==> run_1/layer_met1.png <==
Bar = 10 um. Cells faint in the background.
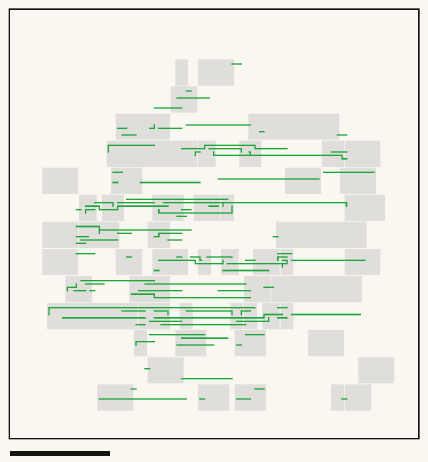
==> run_1/layer_met2.png <==
Bar = 10 um. Cells faint in the background.
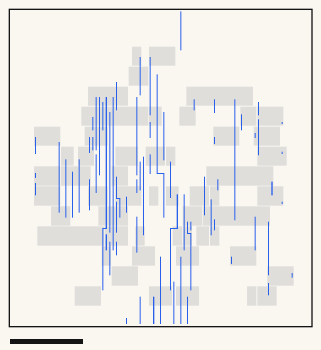
==> run_1/layer_met3.png <==
Bar = 10 um. Cells faint in the background.
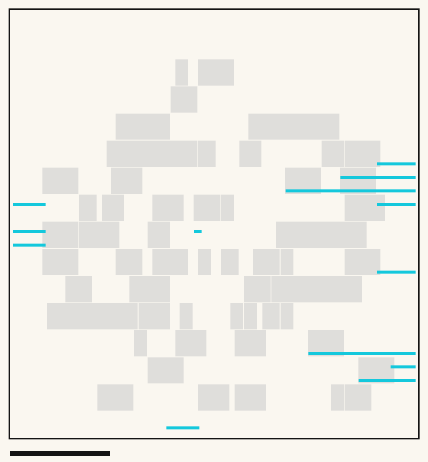
$ cat config.mk
export PLATFORM = sky130hd
export DESIGN_NAME = priority_encoder_rr
export DESIGN_NICKNAME = d
export VERILOG_FILES = /design/src/rtl/priority_encoder_rr.sv
export SDC_FILE = /design/constraint.sdc
export NUM_CORES = 1
export LEC_CHECK = 0
export CORE_AREA = 2 2 39 41
export DETAILED_ROUTE_END_ITERATION = 10
export DIE_AREA = 0 0 41 43
export GPL_TIMING_DRIVEN = 0
export PLACE_DENSITY = 0.49
export SYNTH_ARGS = -nofsm -noshare
export SYNTH_HDL_FRONTEND = slang
export SYNTH_SLANG_ARGS = --single-unit
$ cat constraint.sdc
create_clock -name clk -period 2.1 [get_ports clk]
set_clock_uncertainty 0.1 [all_clocks]
set_input_delay 0.42 -clock clk [delete_from_list [all_inputs] [get_ports clk]]
set_output_delay 0.42 -clock clk [all_outputs]
set_load 0.05 [all_outputs]
$ cat src/rtl/priority_encoder_rr.sv
// priority_encoder_rr: registered N-to-log2(N) request encoder with
// fixed-priority or round-robin resolution and a valid/ready handshake.
//
// Ports:
//   clk, rst_n         clock, async active-low reset
//   in_valid/in_ready  request-side handshake
//   req                request vector, N bits
//   out_valid/ready    result-side handshake
//   out_idx            index of the winning request bit
//   out_none           accepted req was all zeros (idx forced to 0)
//   out_multi          accepted req had two or more bits set
module priority_encoder_rr #(
  parameter int N    = 8,
  parameter int W    = $clog2(N),
  parameter int MODE = 0
) (
  input  logic         clk,
  input  logic         rst_n,
  input  logic         in_valid,
  output logic         in_ready,
  input  logic [N-1:0] req,
  output logic         out_valid,
  input  logic         out_ready,
  output logic [W-1:0] out_idx,
  output logic         out_none,
  output logic         out_multi
);

  logic [W-1:0] ptr_q, ptr_d;
  logic [W-1:0] start;
  logic [W-1:0] win;
  logic         found;
  logic         multi;
  logic         accept;

  logic         valid_q, valid_d;
  logic [W-1:0] idx_q, idx_d;
  logic         none_q, none_d;
  logic         multi_q, multi_d;

  assign in_ready = !valid_q || out_ready;
  assign accept   = in_valid && in_ready;

  // Fixed priority is round-robin with the search pinned to bit 0.
  assign start = (MODE == 1) ? ptr_q : '0;

  // Clearing the lowest set bit leaves something only if 2+ were set.
  assign multi = |(req & (req - 1'b1));

  // Rotating search; wrap happens at N, so ptr never leaves 0..N-1.
  always_comb begin
    int j;
    win   = '0;
    found = 1'b0;
    j     = 0;
    for (int k = 0; k < N; k++) begin
      j = int'(start) + k;
      if (j >= N) j = j - N;
      if (!found && req[W'(j)]) begin
        found = 1'b1;
        win   = W'(j);
      end
    end
  end

  always_comb begin
    valid_d = valid_q;
    idx_d   = idx_q;
    none_d  = none_q;
    multi_d = multi_q;
    ptr_d   = ptr_q;
    if (accept) begin
      valid_d = 1'b1;
      idx_d   = win;
      none_d  = !found;
      multi_d = multi;
      if ((MODE == 1) && found) begin
        ptr_d = (win == W'(N - 1)) ? '0 : win + 1'b1;
      end
    end else if (out_ready) begin
      valid_d = 1'b0;
    end
  end

  always_ff @(posedge clk or negedge rst_n) begin
    if (!rst_n) begin
      valid_q <= 1'b0;
      idx_q   <= '0;
      none_q  <= 1'b0;
      multi_q <= 1'b0;
      ptr_q   <= '0;
    end else begin
      valid_q <= valid_d;
      idx_q   <= idx_d;
      none_q  <= none_d;
      multi_q <= multi_d;
      ptr_q   <= ptr_d;
    end
  end

  assign out_valid = valid_q;
  assign out_idx   = idx_q;
  assign out_none  = none_q;
  assign out_multi = multi_q;

endmodule
==> COMMIT_EDITMSG, run 1 <==
Add synthesis and place-and-route results

* Max capacitance violation total: 0
* Per-cell via count in the routed design: 4.629
* Number of nets produced by synthesis: 44
- Per the synthesis report, the adder-cell share of the synthesized area is 0.03448.
* Status: finished clean
- The gate-level netlist out of Yosys references 19 unique cell types.
- Layout-stage area growth over the synthesis result: 79.31%
- Crit path time final: ~2.0 ns
* RR Endpoint: out_multi
- Yosys stat cell total: 32
* Data arrival at the endpoint of the critical path: 2.05 ns
- Vias in the first global route: around 300
- Wire length on met2: about 370 um
* Critical path data required time: approximately 2.1 ns
- Number of setup violations in the final report: 0
- At the end of routability-driven placement, the weighted congestion stood at a little over 0.7.
* Yosys reg bits: 5
- Of the total standard cell area in the layout, the multi-input combinational portion is 0.3149.
- Total negative setup slack: 0 ns
* Non-clock buffer total of the final layout: 19
* Number of antenna violations at the first check in global routing: 0
- Once placement completed, the tool counted placed cells totaling 65.
- In the final layout, excluding clock inverters the inverter count is 1.
-- layer_met1.png (at the start) --
- main direction: horizontal
- wire length on this layer: 356 um
- longest straight run: 20.7 um
- nets with wire on the layer: 51

-- layer_met2.png (at the start) --
- share of all routed wire: 46%
- nets with wire on the layer: 55
- main direction: vertical
- longest straight run: 20.7 um
- wire length on this layer: 370 um
Global Route met2 Usage: 0.1469
final WL: 805 um
number of vias in the routed layout: 324

-- layer_met3.png (at the start) --
- nets with wire on the layer: 12
- wire length on this layer: 61.0 um
met3 usage in global routing: 0.01571

[run 1: state kept, by name (all words and copies together), names as in the netlist]
register,count
out_idx,2
out_none,1
out_multi,1
out_valid,1
[run 1: metal layers]
layer	up-vias	global-route usage
met5	-	0
met3	2	0.01571
li1	167	-
met2	13	0.1469
met1	142	0.1543
met4	0	0.1000
[run 1: logic make-up (layout without fill, tap and decap cells)]
kind of cell / count (synthesis) / after routing
buf+inv: 2 / 24
flops: 5 / 5
other cells: 1 / 1
compound gates: 10 / 10
fa+ha+maj: 1 / 1
simple gates: 13 / 13
[run 1: Yosys cell counts]
library cell,instances,share of area
nand2_1,5,0.065
nor2_1,2,0.026
and2_0,1,0.022
maj3_1,1,0.034
o31ai_1,2,0.052
inv_1,1,0.013
nand2b_1,2,0.043
or4_4,1,0.039
conb_1,1,0.013
a221oi_1,1,0.030
buf_4,1,0.026
or4_1,1,0.026
o41ai_1,1,0.030
o221ai_1,1,0.030
a21oi_1,2,0.034
o2111ai_1,1,0.030
dfrtp_1,5,0.43
or2_2,1,0.022
o21ai_0,2,0.034
[run 1: worst max-delay path by stage]
stage	from	end	cells after the start
6_report	req[7]	out_multi	5
5_1_grt	req[0]	out_multi	5
4_1_cts	req[1]	out_multi	5
3_5_place_dp	req[1]	out_multi	5
3_3_place_gp	req[1]	out_multi	5
2_1_floorplan	req[1]	out_multi	4
[run 1: timing repair]
action | in CTS | in global routing
pin swaps | 0 | 2
gates resized | 8 | 1
buffers inserted | 0 | 1
endpoints found under the setup margin | 2 | 1
[run 1: worst reg2reg max path, delay by kind of cell (launching register included)]
kind / cells / cell delay (ns)
compound gates: 2 / 0.35
simple gates: 2 / 0.38
flops: 1 / 0.37
==> run_1/io_placement.png <==
Bar = 10 um. Pins as bars across the die edge, other pins in gray.
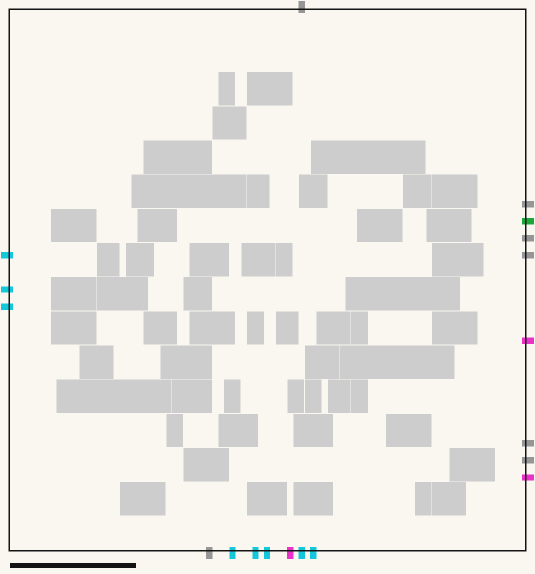

==> run 2: changes to the inputs <==
--- a/config.mk
+++ b/config.mk
@@ -6,10 +6,12 @@
 export NUM_CORES = 1
 export LEC_CHECK = 0
 export CORE_AREA = 2 2 39 41
+export CTS_BUF_LIST = sky130_fd_sc_hd__clkbuf_8
 export DETAILED_ROUTE_END_ITERATION = 10
 export DIE_AREA = 0 0 41 43
 export GPL_TIMING_DRIVEN = 0
-export PLACE_DENSITY = 0.49
+export PLACE_DENSITY = 0.51
 export SYNTH_ARGS = -nofsm -noshare
 export SYNTH_HDL_FRONTEND = slang
 export SYNTH_SLANG_ARGS = --single-unit
+export TNS_END_PERCENT = 5
==> constraint.sdc (replaced) <==
create_clock -name clk -period 1.7 [get_ports clk]
set_clock_uncertainty 0.1 [all_clocks]
set_input_delay 0.34 -clock clk [delete_from_list [all_inputs] [get_ports clk]]
set_output_delay 0.34 -clock clk [all_outputs]
set_load 0.05 [all_outputs]
==> run_2/io_placement.png <==
Bar = 10 um. Pins as bars across the die edge, other pins in gray.
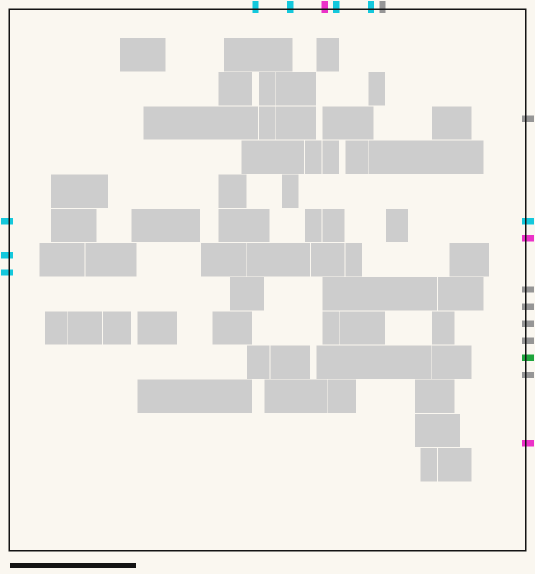
- `req`: cyan (pins 8; direction input; edge 4 north, 3 west, 1 east)
- `out_idx`: magenta (pins 3; direction output; edge 2 east, 1 north)
- `out_ready`: green (pins 1; direction input; edge east)
- all pins by edge: 10 east, 6 north, 3 west
Die Ht: 43 um
die width: 41 um

==> run 2 against run 1 <==
Net effect: the run now ends with setup timing left; worst setup slack worse by 0.12 ns; hold slack worse by 0.090 ns; power rose by 45%; core utilization rose by 1.4 points; clock power grew 88%; sequential cell count is the same; synthesized cell count did not move; via count decreased by 2.5%; register-to-register slack got worse by 0.33 ns; sequential share of layout area down 0.89 points; critical path type unchanged; largest power group unchanged; highest routed layer unchanged.
==> COMMIT_EDITMSG, run 2 <==
Add synthesis and place-and-route results

- Yosys reported that registers with async set or reset make up 1.000.
* Synth area leader: dfrtp_1
- Yosys reg bits: 5
- Static leakage: about 0.24 nW
* Number of nets produced by synthesis: 44
- TritonRoute reported its final design rule violation total as 0.
* Number of setup violations in the final report: 1
- Root Buffer: clkbuf_8
* Fraction of synthesized cell area taken by the top area cell type: 0.4310
* Number of antenna violations at the first check in global routing: 0
- Timing would allow up to roughly 570 MHz.
- First element of the critical path: req[7]
- Per-cell via count in the routed design: 4.451
* Number of flops mapped to enable cells by yosys: 0
- The final weighted congestion recorded by global placement is ~0.65.
* CP endpoint kind: register
* Yosys stat cell total: 32
- Synth Flop Type: dfrtp_1
- The worst path in the final design needs a cycle of 1.762 ns, including I/O delays and setup.
- Hold-critical path depth: 2
* Vias in the first global route: 324
* Most common cell after layout, fill and taps aside: clkdlybuf4s50_1
- Worst Setup EP: out_multi
- Detail Route Antenna Nets: 0
* Smallest setup slack after layout: -0.06207 ns
- Layout-stage area growth over the synthesis result: 86.21%
- Clock group total power: 0.216 mW
* Portion of total power attributed to combinational logic: 0.267
* # H-tree levels: 1
- The first TritonRoute pass finished after 2 iterations.
* Worst-Skew Late Latency: 0.22 ns
- The checks that failed: setup timing.
* Synth top area cells: dfrtp_1, nand2_1, o31ai_1
- The run finished, with violations left.
- Antenna diode instance count: 0
- The commonest cells after synthesis are dfrtp_1, nand2_1.
* Area of combinational cells with multiple inputs: 166.4 um2
* RR Endpoint: out_multi
- Max capacitance violation total: 0
- The synthesized netlist contains 19 unique library cells.
- The register with the most flip-flops in the layout has 2 of them.
- For the worst setup path, the data arrival time is 1.74 ns.
- Number of inserted filler cells in the final layout: 149
- Critical path data required time: 1.68 ns
- The synthesized netlist occupies a cell area of 290.3 um2.
- Worst reg-to-reg setup slack: approximately 0.44 ns
* Area of the core region: 1384 um2
==> run_2/layer_met1.png <==
Bar = 10 um. Cells faint in the background.
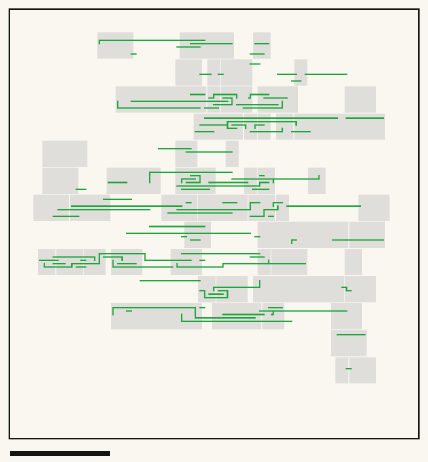
number of vias in the routed layout: 316
final WL: 786 um
GR Util met1: 0.1442

==> run 2: what timing repair did <==
item,4_1_cts,5_1_grt
endpoints found under the setup margin,7,1
hold buffers,0,0
buffers inserted,2,0
resized,31,1
pin swaps,4,3
==> run 2: per-stage QoR <==
step | cells | setup slack [ns] | power (mW) | hold slack [ns] | setup TNS [ns]
after global placement | 65 | -0.7617 | 0.2700 | 0.3621 | -1.289
after global routing | 71 | -0.09676 | 0.5006 | 0.2283 | -0.09676
final | 71 | -0.06207 | 0.4763 | 0.2171 | -0.06207
after detailed placement | 65 | -0.7581 | 0.2703 | 0.3631 | -1.288
after floorplan | 32 | -0.1543 | 0.2075 | -0.05559 | -0.1543
after CTS | 71 | -0.2059 | 0.4796 | 0.2148 | -0.2059
==> run 2: logic make-up after synthesis <==
group | Yosys count | synth area share
other cells | 1 | 0.01292
fa+ha+maj | 1 | 0.03448
buf+inv | 2 | 0.03879
simple gates | 13 | 0.2414
compound gates | 10 | 0.2414
flops | 5 | 0.4310
==> run 2: area by class of cell <==
class,instances,area share
Tap cell,16,0.03704
Clock buffer,3,0.07639
Sequential cell,5,0.2315
Timing Repair Buffer,19,0.3194
Clock inverter,1,0.006944
Inverter,1,0.006944
Buffer,1,0.01389
Multi-Input combinational cell,25,0.3079
==> run 2: layer usage <==
| metal | wire [um] | global-route usage | up-vias | part of all wire |
|---|---|---|---|---|
| met2 | 308 | 0.1469 | 15 | 0.39 |
| met4 | 12 | 0.1000 | 0 | 0.015 |
| met1 | 369 | 0.1442 | 136 | 0.47 |
| met5 | 0 | 0 | - | 0 |
| met3 | 96 | 0.05759 | 2 | 0.12 |
| li1 | - | - | 163 | - |
==> run 2: worst max-delay path: stages <==
cell	delay (ns)
buf_8	0.09
or4_4	0.53
or4_4	0.42
a221oi_2	0.23
o221ai_1	0.13
No activity file was given, so power comes from the tool's default toggle rates.
